### src/rtl/his_pkg.sv
// Shared histogram-block parameters: bin geometry, count width and peak-finder FSM encoding.
package his_pkg;

  localparam int HIS_NB = 6;
  localparam int HIS_CW = 8;

  typedef enum logic [1:0] {
    ST_IDLE  = 2'd0,
    ST_READ  = 2'd1,
    ST_DRAIN = 2'd2,
    ST_DONE  = 2'd3
  } his_state_e;

endpackage

### src/rtl/his_max_tracker.sv
// Running maximum of a stream of bin counts and the index of its first occurrence.
module his_max_tracker
  import his_pkg::*;
#(
  parameter int NB = HIS_NB,
  parameter int CW = HIS_CW
) (
  input  logic          clk,
  input  logic          res,
  input  logic          clr_i,
  input  logic          cap_i,
  input  logic [NB-1:0] cap_idx_i,
  input  logic [CW-1:0] cap_data_i,
  output logic [CW-1:0] max_count_o,
  output logic [NB-1:0] max_idx_o
);

  logic [CW-1:0] max_q, max_d;
  logic [NB-1:0] idx_q, idx_d;

  // Strictly-greater replacement keeps the lowest index on ties.
  always_comb begin
    max_d = max_q;
    idx_d = idx_q;
    if (clr_i) begin
      max_d = '0;
      idx_d = '0;
    end else if (cap_i && (cap_data_i > max_q)) begin
      max_d = cap_data_i;
      idx_d = cap_idx_i;
    end
  end

  always_ff @(posedge clk or negedge res) begin
    if (!res) begin
      max_q <= '0;
      idx_q <= '0;
    end else begin
      max_q <= max_d;
      idx_q <= idx_d;
    end
  end

  assign max_count_o = max_q;
  assign max_idx_o   = idx_q;

endmodule

### src/rtl/his_peak_finder.sv
// Scans one completed histogram bank bin by bin and reports the peak bin, its count
// and whether it falls below the target threshold.
module his_peak_finder
  import his_pkg::*;
#(
  parameter int NB = HIS_NB,
  parameter int CW = HIS_CW
) (
  input  logic          clk,
  input  logic          res,
  input  logic          acq_done,
  input  logic          bank_sel,
  input  logic [CW-1:0] thresh,
  output logic          rd_en,
  output logic          rd_bank,
  output logic [NB-1:0] rd_addr,
  input  logic [CW-1:0] rd_data,
  output logic [NB-1:0] peak_bin,
  output logic [CW-1:0] peak_count,
  output logic          no_target,
  output logic          peak_valid,
  output logic          busy,
  output logic          overrun
);

  localparam logic [NB-1:0] LAST_ADDR = {NB{1'b1}};

  his_state_e    state_q, state_d;
  logic          rd_en_q, rd_en_d;
  logic          rd_bank_q, rd_bank_d;
  logic [NB-1:0] rd_addr_q, rd_addr_d;
  logic [CW-1:0] thresh_q, thresh_d;
  logic          data_vld_q;
  logic [NB-1:0] cap_idx_q;
  logic [NB-1:0] peak_bin_q, peak_bin_d;
  logic [CW-1:0] peak_count_q, peak_count_d;
  logic          no_target_q, no_target_d;
  logic          peak_valid_q, peak_valid_d;
  logic          busy_q, busy_d;
  logic          overrun_q, overrun_d;
  logic          trk_clr;
  logic [CW-1:0] trk_max;
  logic [NB-1:0] trk_idx;

  always_comb begin
    state_d      = state_q;
    rd_en_d      = rd_en_q;
    rd_bank_d    = rd_bank_q;
    rd_addr_d    = rd_addr_q;
    thresh_d     = thresh_q;
    peak_bin_d   = peak_bin_q;
    peak_count_d = peak_count_q;
    no_target_d  = no_target_q;
    peak_valid_d = 1'b0;
    busy_d       = busy_q;
    overrun_d    = acq_done && (state_q != ST_IDLE);
    trk_clr      = 1'b0;
    case (state_q)
      ST_IDLE: begin
        if (acq_done) begin
          state_d   = ST_READ;
          rd_en_d   = 1'b1;
          rd_bank_d = bank_sel;
          rd_addr_d = '0;
          thresh_d  = thresh;
          busy_d    = 1'b1;
          trk_clr   = 1'b1;
        end
      end
      ST_READ: begin
        if (rd_addr_q == LAST_ADDR) begin
          rd_en_d = 1'b0;
          state_d = ST_DRAIN;
        end else begin
          rd_addr_d = rd_addr_q + 1'b1;
        end
      end
      // One cycle covers the RAM read latency for the final address.
      ST_DRAIN: state_d = ST_DONE;
      ST_DONE: begin
        state_d      = ST_IDLE;
        peak_bin_d   = trk_idx;
        peak_count_d = trk_max;
        no_target_d  = (trk_max < thresh_q);
        peak_valid_d = 1'b1;
        busy_d       = 1'b0;
      end
      default: state_d = ST_IDLE;
    endcase
  end

  always_ff @(posedge clk or negedge res) begin
    if (!res) begin
      state_q      <= ST_IDLE;
      rd_en_q      <= 1'b0;
      rd_bank_q    <= 1'b0;
      rd_addr_q    <= '0;
      thresh_q     <= '0;
      data_vld_q   <= 1'b0;
      cap_idx_q    <= '0;
      peak_bin_q   <= '0;
      peak_count_q <= '0;
      no_target_q  <= 1'b0;
      peak_valid_q <= 1'b0;
      busy_q       <= 1'b0;
      overrun_q    <= 1'b0;
    end else begin
      state_q      <= state_d;
      rd_en_q      <= rd_en_d;
      rd_bank_q    <= rd_bank_d;
      rd_addr_q    <= rd_addr_d;
      thresh_q     <= thresh_d;
      data_vld_q   <= rd_en_q;
      cap_idx_q    <= rd_addr_q;
      peak_bin_q   <= peak_bin_d;
      peak_count_q <= peak_count_d;
      no_target_q  <= no_target_d;
      peak_valid_q <= peak_valid_d;
      busy_q       <= busy_d;
      overrun_q    <= overrun_d;
    end
  end

  his_max_tracker #(
    .NB(NB),
    .CW(CW)
  ) u_max_tracker (
    .clk        (clk),
    .res        (res),
    .clr_i      (trk_clr),
    .cap_i      (data_vld_q),
    .cap_idx_i  (cap_idx_q),
    .cap_data_i (rd_data),
    .max_count_o(trk_max),
    .max_idx_o  (trk_idx)
  );

  assign rd_en      = rd_en_q;
  assign rd_bank    = rd_bank_q;
  assign rd_addr    = rd_addr_q;
  assign peak_bin   = peak_bin_q;
  assign peak_count = peak_count_q;
  assign no_target  = no_target_q;
  assign peak_valid = peak_valid_q;
  assign busy       = busy_q;
  assign overrun    = overrun_q;

endmodule
### config.mk
export PLATFORM = sky130hd
export DESIGN_NAME = his_peak_finder
export DESIGN_NICKNAME = d
export VERILOG_FILES = /design/src/rtl/his_pkg.sv /design/src/rtl/his_max_tracker.sv /design/src/rtl/his_peak_finder.sv
export SDC_FILE = /design/constraint.sdc
export NUM_CORES = 1
export LEC_CHECK = 0
export ABC_CLOCK_PERIOD_IN_PS = 4500
export CORE_UTILIZATION = 40
export DETAILED_ROUTE_END_ITERATION = 16
export GPL_TIMING_DRIVEN = 0
export PLACE_DENSITY = 0.7
export SETUP_SLACK_MARGIN = 0.1
export SYNTH_ARGS = -nofsm -noshare
export SYNTH_HDL_FRONTEND = slang
export SYNTH_SLANG_ARGS = --single-unit
### constraint.sdc
create_clock -name clk -period 4.5 [get_ports clk]
set_clock_uncertainty 0.1 [all_clocks]
set_input_delay 0.45 -clock clk [delete_from_list [all_inputs] [get_ports clk]]
set_output_delay 0.45 -clock clk [all_outputs]
set_load 0.02 [all_outputs]
==> deck_impl_summary.md <==
Key Metrics from the Run

Run status
  – Status: finished clean

Final timing
  – Cycle use final: 49.8%
  – Worst slew margin: 53.1%
  – Setup TNS: 0 ns

Global routing
  – Total GRT Usage: 16.5%
  – Total gr overflow: 0
  – First-pass GRT wire length: 9040 um

Yosys
  – Ys flop type: dfrtp_1
  – Area share, top type: 51.0%
  – Distinct lib cells: 36
  – Simple Share, Synth: 10.8%
  – Syn Inst Count: 250
  – Yosys warning count: 0
  – Cells in synth_stat.txt: 250

Critical path
  – Slowest CP cell: clkdlybuf4s50_1
  – Crit start category: input port
  – Total number of cells along the worst setup path: 8

CTS
  – CTS tree: done
  – CTS Buffer Depth: 2
  – # Post-CTS Setup Buffers: 0
  – CTS HTree Levels: 3

Routing
  – Met2 Wirelength: 2420 um
  – Antenna-violating nets left: 0
  – Pre-Repair DR Iteration Count: 4
  – Iteration-0 DRC Markers: 90
  – M1 WL: 2620 um

Worst hold path
  – HP Class: in2async

Floorplanning
  – Initial Util: 41.4%
  – Die H: 85.6 um

Run
  – Max-Cap Viols: 0

Cells and area
  – Final design utilization: 52.6%
  – Logic Gate Count: 162

Placed design
  – GP Congestion: 0.768
[power groups by stage]
| stage | combinational [mW] | clock [mW] | sequential [mW] |
|---|---|---|---|
| 2_1_floorplan | 0.638 | 0 | 0.913 |
| 3_3_place_gp | 1.04 | 0 | 0.843 |
| 3_5_place_dp | 1.07 | 0 | 0.848 |
| 4_1_cts | 1.07 | 0.468 | 0.839 |
| 5_1_grt | 1.18 | 0.484 | 0.870 |
| 6_report | 1.06 | 0.447 | 0.837 |
[synthesized netlist by cell type (3+ instances only)]
master	n
a211oi_1	4
a21o_1	3
a21oi_1	6
clkbuf_1	7
dfrtp_1	57
ha_1	20
inv_1	20
mux2_2	23
mux2i_1	16
nand2_1	40
nand2b_1	3
nand4_1	4
nor2_1	7
nor2b_1	6
nor3_1	3
o21ai_0	8
**Signal wires on met1**

Scale bar: 20 um. Supply wires on this layer in grey.
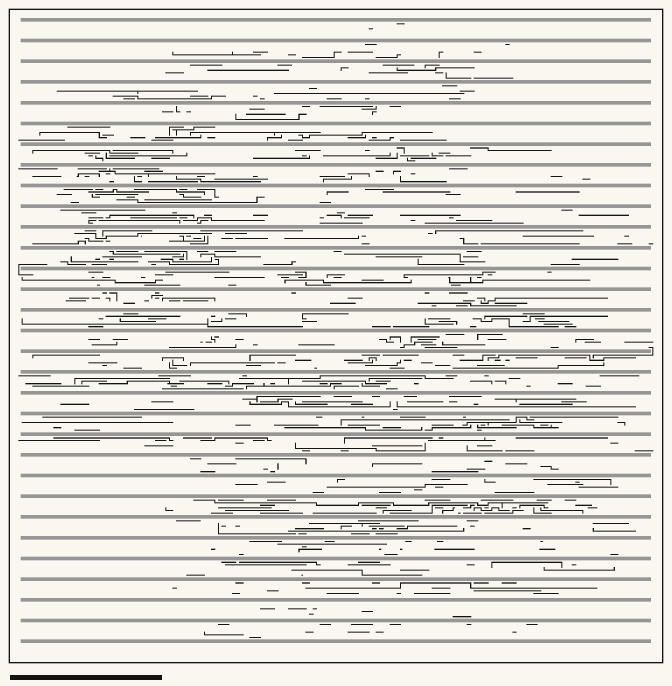
The wires run mostly horizontal. The layer holds 49% of the routed length. The longest straight run is 31.3 um. The layer carries 2620 um of wire. 292 nets have wire on it.
DR vias: 1950
M1 GR Usage: 22.7%
final WL: 5340 um

**Met2 routing**

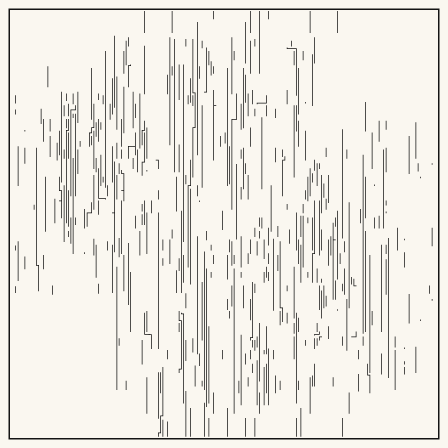
The layer carries 2420 um of wire. The longest straight run is 35.7 um. The wires run mostly vertical.
M2 GR Usage: 23.9%

**Signal wires on met3**

Scale bar: 20 um. Cells faint in the background.
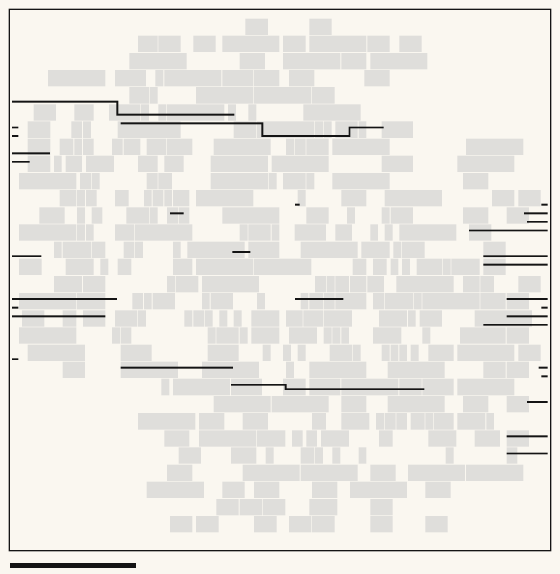
27 nets have wire on it. The layer holds 5.0% of the routed length.
met3 usage in global routing: 6.54%

**Clock routing**

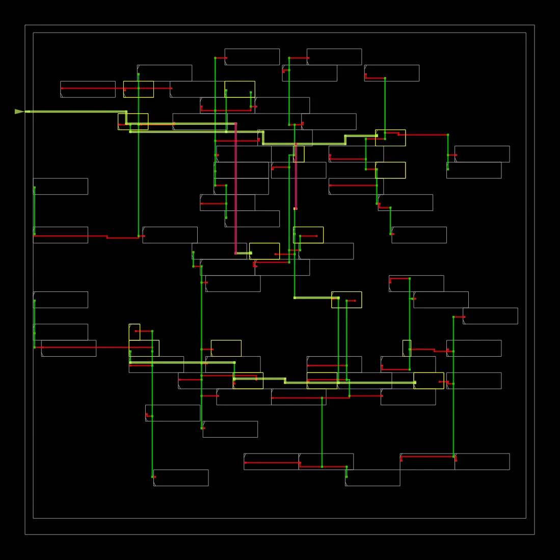
seq_cells: 57
clk sinks: 57
Clock Buffer Count: 14
Clk. pwr: 0.447 mW
clk latency late pin: 0.33 ns

**Gate families picked out**

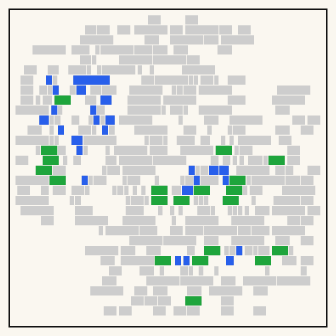
inverting AOI/OAI gates: marked blue, cells 25, most used o21ai_0. adder and majority cells: marked green, cells 20, most used ha_1.
Finished Layout Cells: 392
logic share of the area: 34.9%
most frequent logic cell in the layout: dfrtp_1

Power is estimated from default activity; no workload was simulated.
